[config.mk]
export PLATFORM = sky130hd
export DESIGN_NAME = alu_sequencer_flat
export DESIGN_NICKNAME = d
export VERILOG_FILES = /design/src/rtl/alu_sequencer_if.sv /design/src/rtl/alu_sequencer.sv /design/src/flat_wrapper.sv
export SDC_FILE = /design/constraint.sdc
export NUM_CORES = 1
export LEC_CHECK = 0
export CORE_MARGIN = 5
export CORE_UTILIZATION = 45
export DETAILED_ROUTE_END_ITERATION = 6
export DONT_BUFFER_PORTS = 1
export SLEW_MARGIN = 20
export SYNTH_ARGS = -nofsm -noshare
export SYNTH_HDL_FRONTEND = slang
export SYNTH_SLANG_ARGS = --single-unit
export TNS_END_PERCENT = 5
[constraint.sdc]
create_clock -name clk -period 1.5 [get_ports clk]
set_input_delay 0.3 -clock clk [delete_from_list [all_inputs] [get_ports clk]]
set_output_delay 0.3 -clock clk [all_outputs]
set_load 0.02 [all_outputs]
[src/rtl/alu_sequencer_if.sv]
// ROM fetch and ALU launch/complete signals between the sequencer (master) and the datapath (slave).
interface alu_sequencer_if #(
   parameter int ADDR_W = 5
);
   logic              rom_en;
   logic [ADDR_W-1:0] rom_addr;
   logic [18:0]       rom_data;
   logic [2:0]        alu_op;
   logic [7:0]        alu_a;
   logic [7:0]        alu_b;
   logic              alu_start;
   logic [7:0]        alu_res;
   logic              alu_done;

   modport master (
      output rom_en, rom_addr, alu_op, alu_a, alu_b, alu_start,
      input  rom_data, alu_res, alu_done
   );

   modport slave (
      input  rom_en, rom_addr, alu_op, alu_a, alu_b, alu_start,
      output rom_data, alu_res, alu_done
   );
endinterface

[src/rtl/alu_sequencer.sv]
// Fetch/issue/retire FSM for the ROM + ALU datapath: 5 cycles per instruction with a 1-cycle ALU.
// Runs continuously or single-step; HALT word and ALU timeout both park the FSM until reset.
module alu_sequencer #(
   parameter int                ADDR_W    = 5,
   parameter logic [ADDR_W-1:0] LAST_ADDR = 5'd31,
   parameter logic [18:0]       HALT_WORD = 19'h7FFFF,
   parameter int                TIMEOUT   = 15
) (
   input  logic        clk,
   input  logic        reset,
   input  logic        m,
   input  logic        step,
   alu_sequencer_if.master bus,
   output logic [18:0] instruccion,
   output logic [7:0]  resultado,
   output logic        res_valid,
   output logic        busy,
   output logic        halted,
   output logic        err,
   output logic [15:0] instr_count
);
   localparam logic [2:0] IDLE     = 3'd0;
   localparam logic [2:0] FETCH    = 3'd1;
   localparam logic [2:0] WAIT_ROM = 3'd2;
   localparam logic [2:0] EXEC     = 3'd3;
   localparam logic [2:0] WAIT_ALU = 3'd4;
   localparam logic [2:0] WRITE    = 3'd5;
   localparam logic [2:0] HALT     = 3'd6;

   localparam int CNT_W = $clog2(TIMEOUT + 1);

   logic [2:0]        state;
   logic [ADDR_W-1:0] pc;
   logic [CNT_W-1:0]  tcnt;
   logic [CNT_W-1:0]  tcnt_nxt;
   logic [2:0]        op_q;
   logic [7:0]        a_q;
   logic [7:0]        b_q;
   logic              is_halt;

   assign is_halt  = (instruccion == HALT_WORD);
   assign tcnt_nxt = tcnt + 1'b1;

   assign bus.rom_en    = (state == FETCH);
   assign bus.rom_addr  = pc;
   assign bus.alu_start = (state == EXEC) && !is_halt;
   // Operands come straight from the instruction during the launch cycle, then hold.
   assign bus.alu_op    = bus.alu_start ? instruccion[18:16] : op_q;
   assign bus.alu_a     = bus.alu_start ? instruccion[15:8]  : a_q;
   assign bus.alu_b     = bus.alu_start ? instruccion[7:0]   : b_q;
   assign busy          = (state != IDLE) && (state != HALT);

   always_ff @(posedge clk) begin
      if (reset) begin
         state       <= IDLE;
         pc          <= '0;
         tcnt        <= '0;
         op_q        <= '0;
         a_q         <= '0;
         b_q         <= '0;
         instruccion <= '0;
         resultado   <= '0;
         res_valid   <= 1'b0;
         halted      <= 1'b0;
         err         <= 1'b0;
         instr_count <= '0;
      end else begin
         res_valid <= 1'b0;
         case (state)
            IDLE: begin
               if (m || step) state <= FETCH;
            end
            FETCH: begin
               state <= WAIT_ROM;
            end
            WAIT_ROM: begin
               instruccion <= bus.rom_data;
               state       <= EXEC;
            end
            EXEC: begin
               if (is_halt) begin
                  halted <= 1'b1;
                  state  <= HALT;
               end else begin
                  op_q  <= instruccion[18:16];
                  a_q   <= instruccion[15:8];
                  b_q   <= instruccion[7:0];
                  tcnt  <= '0;
                  state <= WAIT_ALU;
               end
            end
            WAIT_ALU: begin
               if (bus.alu_done) begin
                  resultado <= bus.alu_res;
                  res_valid <= 1'b1;
                  state     <= WRITE;
               end else begin
                  tcnt <= tcnt_nxt;
                  if (tcnt_nxt == CNT_W'(TIMEOUT)) begin
                     err    <= 1'b1;
                     halted <= 1'b1;
                     state  <= HALT;
                  end
               end
            end
            WRITE: begin
               pc          <= (pc == LAST_ADDR) ? '0 : pc + 1'b1;
               instr_count <= instr_count + 16'd1;
               state       <= m ? FETCH : IDLE;
            end
            HALT: begin
               state <= HALT;
            end
            default: begin
               state <= IDLE;
            end
         endcase
      end
   end
endmodule
[src/flat_wrapper.sv]
// flat-port wrapper written by rule: the top's interface ports become plain ports
module alu_sequencer_flat 
#(
   parameter int                ADDR_W    = 5,
   parameter logic [ADDR_W-1:0] LAST_ADDR = 5'd31,
   parameter logic [18:0]       HALT_WORD = 19'h7FFFF,
   parameter int                TIMEOUT   = 15
)
  (clk, reset, m, step, instruccion, resultado, res_valid, busy, halted, err, instr_count, bus_rom_en, bus_rom_addr, bus_alu_op, bus_alu_a, bus_alu_b, bus_alu_start, bus_rom_data, bus_alu_res, bus_alu_done);
  alu_sequencer_if #(.ADDR_W(ADDR_W)) bus_i ();
  input  logic clk;
  input  logic reset;
  input  logic m;
  input  logic step;
  output logic [18:0] instruccion;
  output logic [7:0] resultado;
  output logic res_valid;
  output logic busy;
  output logic halted;
  output logic err;
  output logic [15:0] instr_count;
  output wire logic [$bits(bus_i.rom_en)-1:0] bus_rom_en;
  output wire logic [$bits(bus_i.rom_addr)-1:0] bus_rom_addr;
  output wire logic [$bits(bus_i.alu_op)-1:0] bus_alu_op;
  output wire logic [$bits(bus_i.alu_a)-1:0] bus_alu_a;
  output wire logic [$bits(bus_i.alu_b)-1:0] bus_alu_b;
  output wire logic [$bits(bus_i.alu_start)-1:0] bus_alu_start;
  input wire logic [$bits(bus_i.rom_data)-1:0] bus_rom_data;
  input wire logic [$bits(bus_i.alu_res)-1:0] bus_alu_res;
  input wire logic [$bits(bus_i.alu_done)-1:0] bus_alu_done;
  assign bus_rom_en = bus_i.rom_en;
  assign bus_rom_addr = bus_i.rom_addr;
  assign bus_alu_op = bus_i.alu_op;
  assign bus_alu_a = bus_i.alu_a;
  assign bus_alu_b = bus_i.alu_b;
  assign bus_alu_start = bus_i.alu_start;
  assign bus_i.rom_data = bus_rom_data;
  assign bus_i.alu_res = bus_alu_res;
  assign bus_i.alu_done = bus_alu_done;
  alu_sequencer #(.ADDR_W(ADDR_W), .LAST_ADDR(LAST_ADDR), .HALT_WORD(HALT_WORD), .TIMEOUT(TIMEOUT)) u_core (.clk(clk), .reset(reset), .m(m), .step(step), .bus(bus_i), .instruccion(instruccion), .resultado(resultado), .res_valid(res_valid), .busy(busy), .halted(halted), .err(err), .instr_count(instr_count));
endmodule
**Run 1: routing congestion**

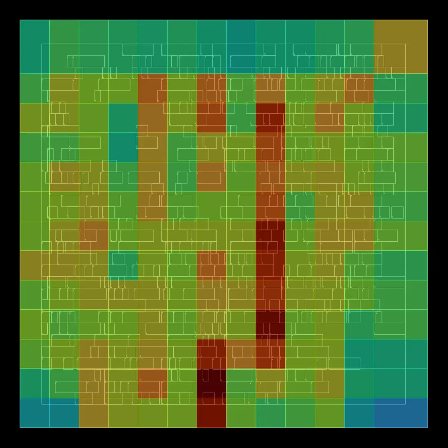
all-layer global routing usage: 0.203
M1 GR Usage: 0.250
GRT Max-Usage Layer: met2
wire per inst: 16.0 um

**Run 1: the metal 1 layer**

(3 px per um)
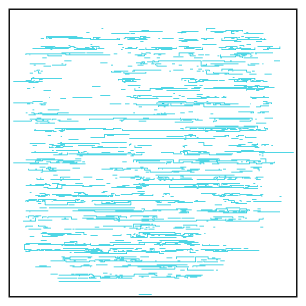
455 nets have wire on it. The layer holds 44% of the routed length. The layer carries 3890 um of wire. The longest straight run is 41.4 um. The wires run mostly horizontal.

**Run 1: register map, names as in the netlist**

(4 px per um)
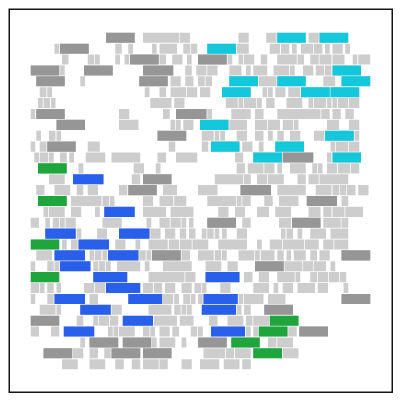
Key: u_core.instruccion = blue [sequential cells 19]; u_core.b_q = green [sequential cells 8]; u_core.instr_count = cyan [sequential cells 16]
Another 34 sequential cells are not colored.

**Run 1: gate families picked out**

(3 px per um)
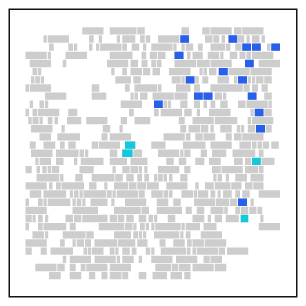
Key: XOR/XNOR gates = blue [cells 17, where north-east]; AND-OR and OR-AND gates = cyan [cells 4]
non-filler cells, final: 554
combinational share of cell area: 0.404
highest-count logic cell in the final layout: nand2_1

run 1: synth_stat cells (2+ instances only):
cell type  number
xnor2_1         6
nand3b_1        2
mux2_2         11
ha_1            5
a31oi_1         2
and2_1          2
clkbuf_1       10
nor2b_1        19
and3_1          4
o21ai_0         4
nor3_4          2
nand2_1        72
o31ai_1         2
inv_1           3
nor3_1          8
mux2_1          4
xor2_1         11
a21oi_1        41
o22a_1          2
buf_2           5
dfxtp_1        77
nand3_1         7
a211oi_2        2
nor3b_1         2
nand2b_1        3
nand4_1        11
nor2_1         36
a41oi_1         2
run 1: routing by layer:
layer,up-vias,global-route usage,share of wire
li1,1433,-,-
met1,1357,0.250,0.44
met2,80,0.330,0.47
met3,8,0.0695,0.075
met4,0,0.0697,0.012
met5,-,0,0
run 1: worst paths after layout:
check	from	end
max	u_core.instruccion[12]	bus_alu_op[0]
min	reset	u_core.instr_count[9]
max reg2reg	u_core.instruccion[12]	u_core.tcnt[3]
min reg2reg	u_core.resultado[2]	u_core.resultado[2]
run 1: where the power goes:
| part | switching, mW | total, mW | internal [mW] |
|---|---|---|---|
| Clock | 0.848 | 1.75 | 0.899 |
| Combinational | 0.367 | 0.624 | 0.257 |
| Sequential | 0.0443 | 2.15 | 2.11 |
| Total | 1.26 | 4.52 | 3.26 |
run 1: critical path: cells and delay by family, from the launching register on:
family                 cells  cell delay [ns]
muxes                      1             0.34
and+or+nand+nor            2             0.49
buffers and inverters      1             0.16
AOI/OAI and AO/OA          1             0.10
DFF                        1             0.34
run 1: per-stage QoR:
step           instance area, um^2  setup slack [ns]
6_report                      4470            -0.584
3_5_place_dp                  3980            -0.362
5_1_grt                       4470            -0.673
2_1_floorplan                 3330            -0.213
4_1_cts                       4370            -0.591
3_3_place_gp                  3980            -0.327
run 1: cell type report:
| class | instances | area (um^2) |
|---|---|---|
| fill | 644 | 2710 |
| inverter | 3 | 11.3 |
| timing repair buffer | 80 | 716 |
| clock inverter | 6 | 75.1 |
| tap | 99 | 124 |
| clock buffer | 10 | 149 |
| sequential | 77 | 1590 |
| multi-input combinational | 279 | 1800 |
run 1: repair_timing:
item | in CTS | in global routing
gates cloned | 1 | 0
endpoints found under the setup margin | 60 | 72
gates resized | 27 | 17
pin swaps | 9 | 6
setup buffers | 1 | 1
endpoints found under the hold margin | 46 | 0
hold buffers | 3 | 0
run 1: state kept, by name, indices dropped and copies added, names as in the netlist:
signal	count
u_core.instr_count	16
u_core.b_q	8
u_core.a_q	8
u_core.halted	1
u_core.op_q	3
u_core.resultado	8
u_core.err	1
u_core.tcnt	4
u_core.bus.rom_addr	5
u_core.instruccion	19
u_core.res_valid	1
u_core.state	3
run 1: cell families (layout without fill, tap and decap cells):
group	after synthesis	in the layout
DFF	77	77
buffers and inverters	20	99
muxes	16	16
and+or+nand+nor	179	179
AOI/OAI and AO/OA	61	62
adders and majority gates	5	5
xor gates and xnor gates	17	17
==> flow_summary.yaml, run 1 <==
# generated from flow reports
routing:
  dr.pass1.iters: 4
cts:
  htreeDepth: 3
  cts_inserted_buffers: 9
  numClockSinks: 77
sta:
  fin_ws_ns: -0.584
  setup_viol: 45
  setup_tns_ns: -13.63
  rsz0062_at_grt: "true"
synthesis:
  compound_area_frac: 0.115
  fa_ha_area_frac: 0.0191
  top_cell_area_share: 0.470
  synth_warnings: 0
  ys_sh_simple: 0.269
  async_reset_ff_frac: 0
  synth_area_leader_cell: "dfxtp_1"
  synth_seq_share: 0.470
critical_path:
  worstPathArrival_ns: 1.78
  path_class: "register to output port"
  worst-path-max-fanout: 9
grt:
  grt_max_degree: 47
  antenna_found_initial: 0
  grt_overflow_total: 0
floorplan:
  design.portCount: 105
  chipArea_um2: 9090
power:
  finalPower_mw: 4.52
  vdd_drop_max_v: 0.000553
layout:
  num-nets-final: 487
  layout_top_cells: "nand2_1, buf_4, dfxtp_1"
job:
  openroad.warnings: 30
status:
  violations: "setup timing"
  run_status: "finished, violations left"
==> run 2: changes to the inputs <==
--- a/config.mk
+++ b/config.mk
@@ -6,7 +6,8 @@
 export NUM_CORES = 1
 export LEC_CHECK = 0
 export CORE_MARGIN = 5
-export CORE_UTILIZATION = 45
+export CORE_UTILIZATION = 30
+export CTS_CLUSTER_SIZE = 25
 export DETAILED_ROUTE_END_ITERATION = 6
 export DONT_BUFFER_PORTS = 1
 export SLEW_MARGIN = 20
==> flow_summary.yaml, run 2 <==
# generated from flow reports
sta:
  fin_ws_ns: -0.601
  rsz0062_at_grt: "true"
  setup_viol: 44
  setup_tns_ns: -14.95
layout:
  seq_area_um2: 1590
  largest_registers: "u_core.instruccion: 19 flops, u_core.instr_count: 16 flops"
  n_fill_cell: 1044
  largest_reg_flops: 19
  layout_top_cells: "nand2_1, buf_4, dfxtp_1"
  logic_area_um2: 1790
  lay_top_count: "nand2_1"
grt:
  antenna_found_initial: 0
  grt_max_degree: 30
  grtUsageTotal: 0.140
cts:
  numClockSinks: 77
  cts_inserted_buffers: 9
  htreeDepth: 3
critical_path:
  worst-path-max-fanout: 9
synthesis:
  top_cell: "dfxtp_1"
  synth_warnings: 0
  top_cell_area_share: 0.470
  synth_seq_share: 0.470
  synth_area_leader_cell: "dfxtp_1"
  synthTopCellsByCount: "dfxtp_1, nand2_1, a21oi_1"
job:
  openroad.warnings: 30
status:
  violations: "setup timing"
  run_status: "finished, violations left"
power:
  vdd_drop_max_v: 0.000586
routing:
  dr.pass1.iters: 4
placed_design:
  placedInstanceArea_um2: 3980
  preCtsSetupSlack_ns: -0.355
floorplan:
  design.portCount: 105
==> run 2: cell types whose count changed in the layout (fill, tap and decap cells not counted), sizes merged <==
cell,change
inv,-4
buf,-5
bufinv,-1
clkinv,+2
dlygate4sd3,+1
clkinvlp,-1
clkbuf,+4
==> run 2: stage by stage <==
| step | std cells | util |
|---|---|---|
| after global routing | 591 | 0.405 |
| after detailed placement | 568 | 0.369 |
| after CTS | 591 | 0.399 |
| after floorplan | 375 | - |
| final | 591 | 0.405 |
| after global placement | 568 | 0.369 |
==> run 2: area by class of cell <==
class                   instances  area share
repair buffers                 76       0.148
flip-flops and latches         77       0.363
inverters                       3     0.00258
multi-input cells             279       0.409
clock inverters                 2     0.00229
well taps                     140      0.0401
clock buffers                  14      0.0349
==> run 2: worst max-delay path, stage by stage (launching register included) <==
cell	delay (ns)
dfxtp_2	0.33
nand4_1	0.17
nor3_4	0.35
a21oi_4	0.10
buf_12	0.16
mux2_4	0.34
==> run 2: per-layer routing <==
layer,track usage,wire length (um)
met1,0.168,3910
met2,0.222,4400
met3,0.0492,588
met4,0.0697,160
met5,0,0
==> run 2: logic make-up (layout without fill, tap and decap cells) <==
group	count (synthesis)	after routing	share of synthesized area
AND-OR/OR-AND	61	62	0.115
XOR/XNOR	17	17	0.0454
adder cells (fa/ha/maj)	5	5	0.0191
buffers and inverters	20	95	0.0271
flip-flops	77	77	0.470
multiplexers	16	16	0.0546
AND/OR/NAND/NOR	179	179	0.269
==> run 2: repair_timing <==
action,4_1_cts,5_1_grt
setup buffers,2,0
pin swaps,9,4
resized,25,20
gates cloned,1,0
endpoints found under the hold margin,29,0
hold buffers,4,0
setup endpoints to repair,55,79
==> run 2: path summary, 6_finish.rpt <==
kind / from / endpoint / slack (ns) / cells after the start
worst min-delay path: bus_rom_data[13] / u_core.instruccion[13] / 0.07 / 2
worst min register to register: u_core.op_q[2] / u_core.op_q[2] / 0.55 / 2
worst max-delay path: u_core.instruccion[17] / bus_alu_b[6] / -0.60 / 5
worst max register to register: u_core.instruccion[17] / u_core.tcnt[3] / -0.28 / 6
==> run 2: power breakdown <==
part / internal [mW] / switching [mW] / total (mW) / leakage, nW
logic: 0.250 / 0.368 / 0.618 / 0.968
clock network: 0.644 / 0.713 / 1.36 / 0.0844
registers: 2.11 / 0.0423 / 2.15 / 0.635
total: 3.00 / 1.12 / 4.12 / 1.69
**Run 2: gate families picked out**

(2 px per um)
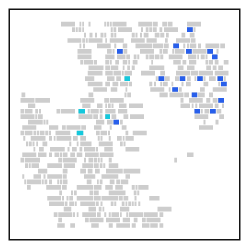
Key: AND-OR and OR-AND gates = cyan [cells 4]; XOR/XNOR gates = blue [cells 17]
non-filler cells, final: 591
combinational share of cell area: 0.409

**Run 2: register map, names as in the netlist**

(4 px per um)
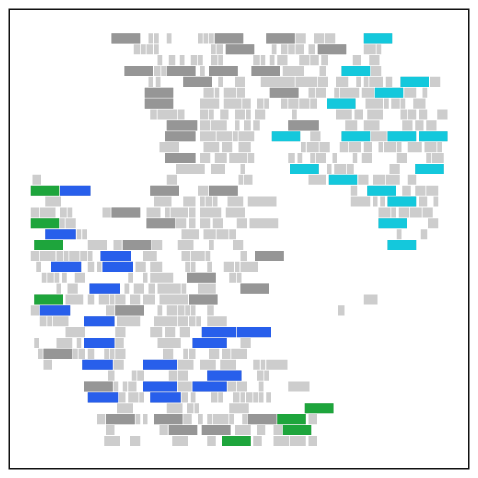
Key: u_core.instr_count = cyan [sequential cells 16]; u_core.instruccion = blue [sequential cells 19]; u_core.b_q = green [sequential cells 8]
Another 34 sequential cells are not colored.

==> run 3: changes to the inputs <==
--- a/config.mk
+++ b/config.mk
@@ -6,10 +6,11 @@
 export NUM_CORES = 1
 export LEC_CHECK = 0
 export CORE_MARGIN = 5
-export CORE_UTILIZATION = 30
+export CORE_UTILIZATION = 55
 export CTS_CLUSTER_SIZE = 25
 export DETAILED_ROUTE_END_ITERATION = 6
 export DONT_BUFFER_PORTS = 1
+export PLACE_DENSITY = 0.73
 export SLEW_MARGIN = 20
 export SYNTH_ARGS = -nofsm -noshare
 export SYNTH_HDL_FRONTEND = slang
==> flow_summary.yaml, run 3 <==
# generated from flow reports
status:
  run_status: "finished, violations left"
  violations: "setup timing"
synthesis:
  synthTopCellsByCount: "dfxtp_1, nand2_1, a21oi_1"
  fa_ha_area_frac: 0.0191
  logic_family: "simple AND/OR/NAND/NOR gates"
  synth_area_leader_cell: "dfxtp_1"
  top_cell: "dfxtp_1"
  compound_area_frac: 0.115
  mux_share: 0.0546
  synth-xor-area-share: 0.0454
  synth_warnings: 0
  top_cell_area_share: 0.470
  async_reset_ff_frac: 0
  ys_sh_simple: 0.269
placed_design:
  dp.cells: 505
  hpwl_mm: 5.82
critical_path:
  reg2reg_depth: 7
  max_stage_delay_ns: 0.36
  worstPathArrival_ns: 1.87
  cp_num_buf_inv: 3
  cp_cell_sequence: "buf_6, nand4_1, nor3_2, buf_4, a21oi_2, nor2_1, nor2_1, buf_4"
  critical_path.top_delay_family: "simple AND/OR/NAND/NOR gates"
  critPathSlowestCell: "dfxtp_4"
  path_class: "register to output port"
  path_depth: 8
floorplan:
  design.portCount: 105
  chipArea_um2: 7600
grt:
  grt_max_degree: 68
  grt_overflow_total: 0
  top_usage_layer: "met2"
  use_met2: 0.373
  antenna_found_initial: 0
sta:
  rsz0062_at_grt: "true"
  hold_viol_final: 0
  fin_ws_ns: -0.674
  setup_viol: 47
cts:
  numClockSinks: 77
  cts_inserted_buffers: 9
min_path:
  hold_path_depth: 1
layout:
  largest_reg_flops: 19
  largest-register: "u_core.instruccion"
  layout_top_cells: "nand2_1, buf_4, dfxtp_1"
  largest_registers: "u_core.instruccion: 19 flops, u_core.instr_count: 16 flops"
  layoutNonFillerInstCount: 537
  n_fill_cell: 381
  num-nets-final: 494
routing:
  dr.pass1.iters: 5
power:
  vdd_drop_max_v: 0.000825
run 3: power breakdown:
group,internal (mW),switching (mW),leakage (nW)
Clock,0.946,0.815,0.110
Combinational,0.259,0.380,1.05
Sequential,2.11,0.0500,0.635
run 3: metal layers:
| metal | wire (um) | vias to the layer above |
|---|---|---|
| met5 | 0 | - |
| met4 | 301 | 0 |
| met3 | 955 | 32 |
| met2 | 4600 | 152 |
| met1 | 4040 | 1465 |
| li1 | - | 1455 |
run 3: worst paths after layout:
path | from | end | slack, ns
hold / removal | reset | u_core.b_q[5] | 0.008
hold reg to reg | u_core.resultado[4] | u_core.resultado[4] | 0.56
setup / recovery | u_core.instruccion[0] | bus_alu_op[2] | -0.67
setup reg to reg | u_core.instruccion[14] | u_core.tcnt[3] | -0.32
run 3: what timing repair did:
action / CTS / global route
hold endpoints to repair: 9 / 12
hold buffers: 2 / 6
gates resized: 34 / 39
gates cloned: 2 / 0
pin swaps: 14 / 8
buffers inserted: 5 / 1
endpoints found under the setup margin: 57 / 89
run 3: stage by stage:
| stage | setup TNS (ns) | power [mW] | worst slack, ns | cell area (um^2) |
|---|---|---|---|---|
| after global placement | -10.40 | 2.69 | -0.298 | 3890 |
| after CTS | -13.22 | 4.48 | -0.562 | 4340 |
| after global routing | -18.98 | 4.73 | -0.798 | 4570 |
| after detailed placement | -11.76 | 2.70 | -0.326 | 3890 |
| after floorplan | -4.24 | 2.54 | -0.213 | 3330 |
| final | -16.11 | 4.55 | -0.674 | 4570 |
run 3: cell type report:
type,count,area (um^2),share of cell area
well taps,75,93.8,0.0205
clock buffers,9,124,0.0271
repair buffers,86,731,0.160
flip-flops and latches,77,1590,0.347
inverters,3,11.3,0.00246
clock inverters,7,98.8,0.0216
multi-input cells,280,1920,0.421
run 3: kinds of logic after synthesis:
logic type / count (synthesis)
buffers and inverters: 20
DFF: 77
AOI/OAI and AO/OA: 61
adders and majority gates: 5
xor gates and xnor gates: 17
muxes: 16
and+or+nand+nor: 179
run 3: worst register-to-register path: stages (launching register included):
cell,delay (ns)
dfxtp_2,0.34
nand4_1,0.18
nor3_4,0.28
buf_6,0.15
a21oi_4,0.11
buf_4,0.16
or2_4,0.27
a311oi_2,0.22
**Run 3: routing congestion**

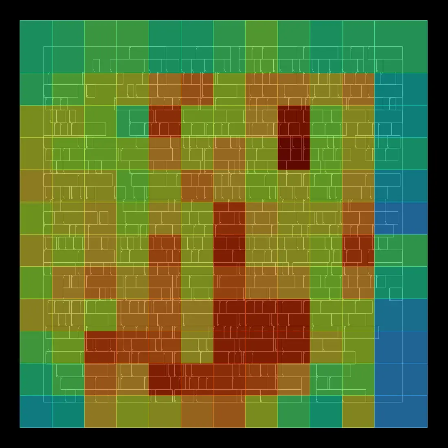
all-layer global routing usage: 0.238
Final Core Density: 0.781
M1 GR Usage: 0.305
wire per inst: 18.4 um

**Run 3: close-up of the layout**

Region (53, 53) to (78, 78) um. Cells in gray, sequential cells in the stronger gray; small squares are vias.
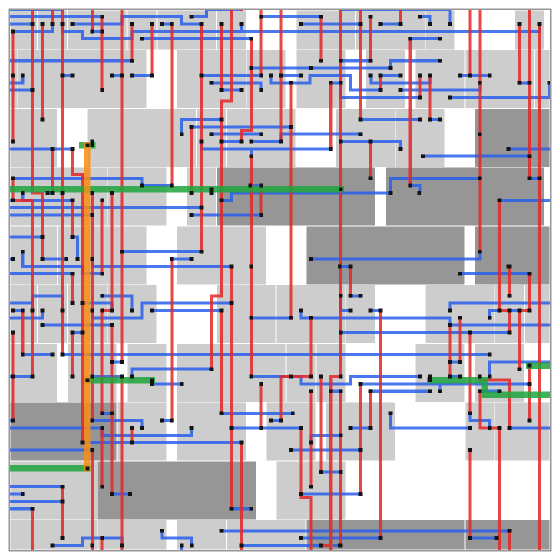
Key: met2 = red; met4 = orange; met1 = blue; met3 = green
Sequential cells in the window: 7. Most frequent: nor2_1 (12), buf_4 (8). Netlist names of flops here include u_core.instr_count (7). 65 logic cells have their middle in the window.

Power and IR drop assume default switching activity.
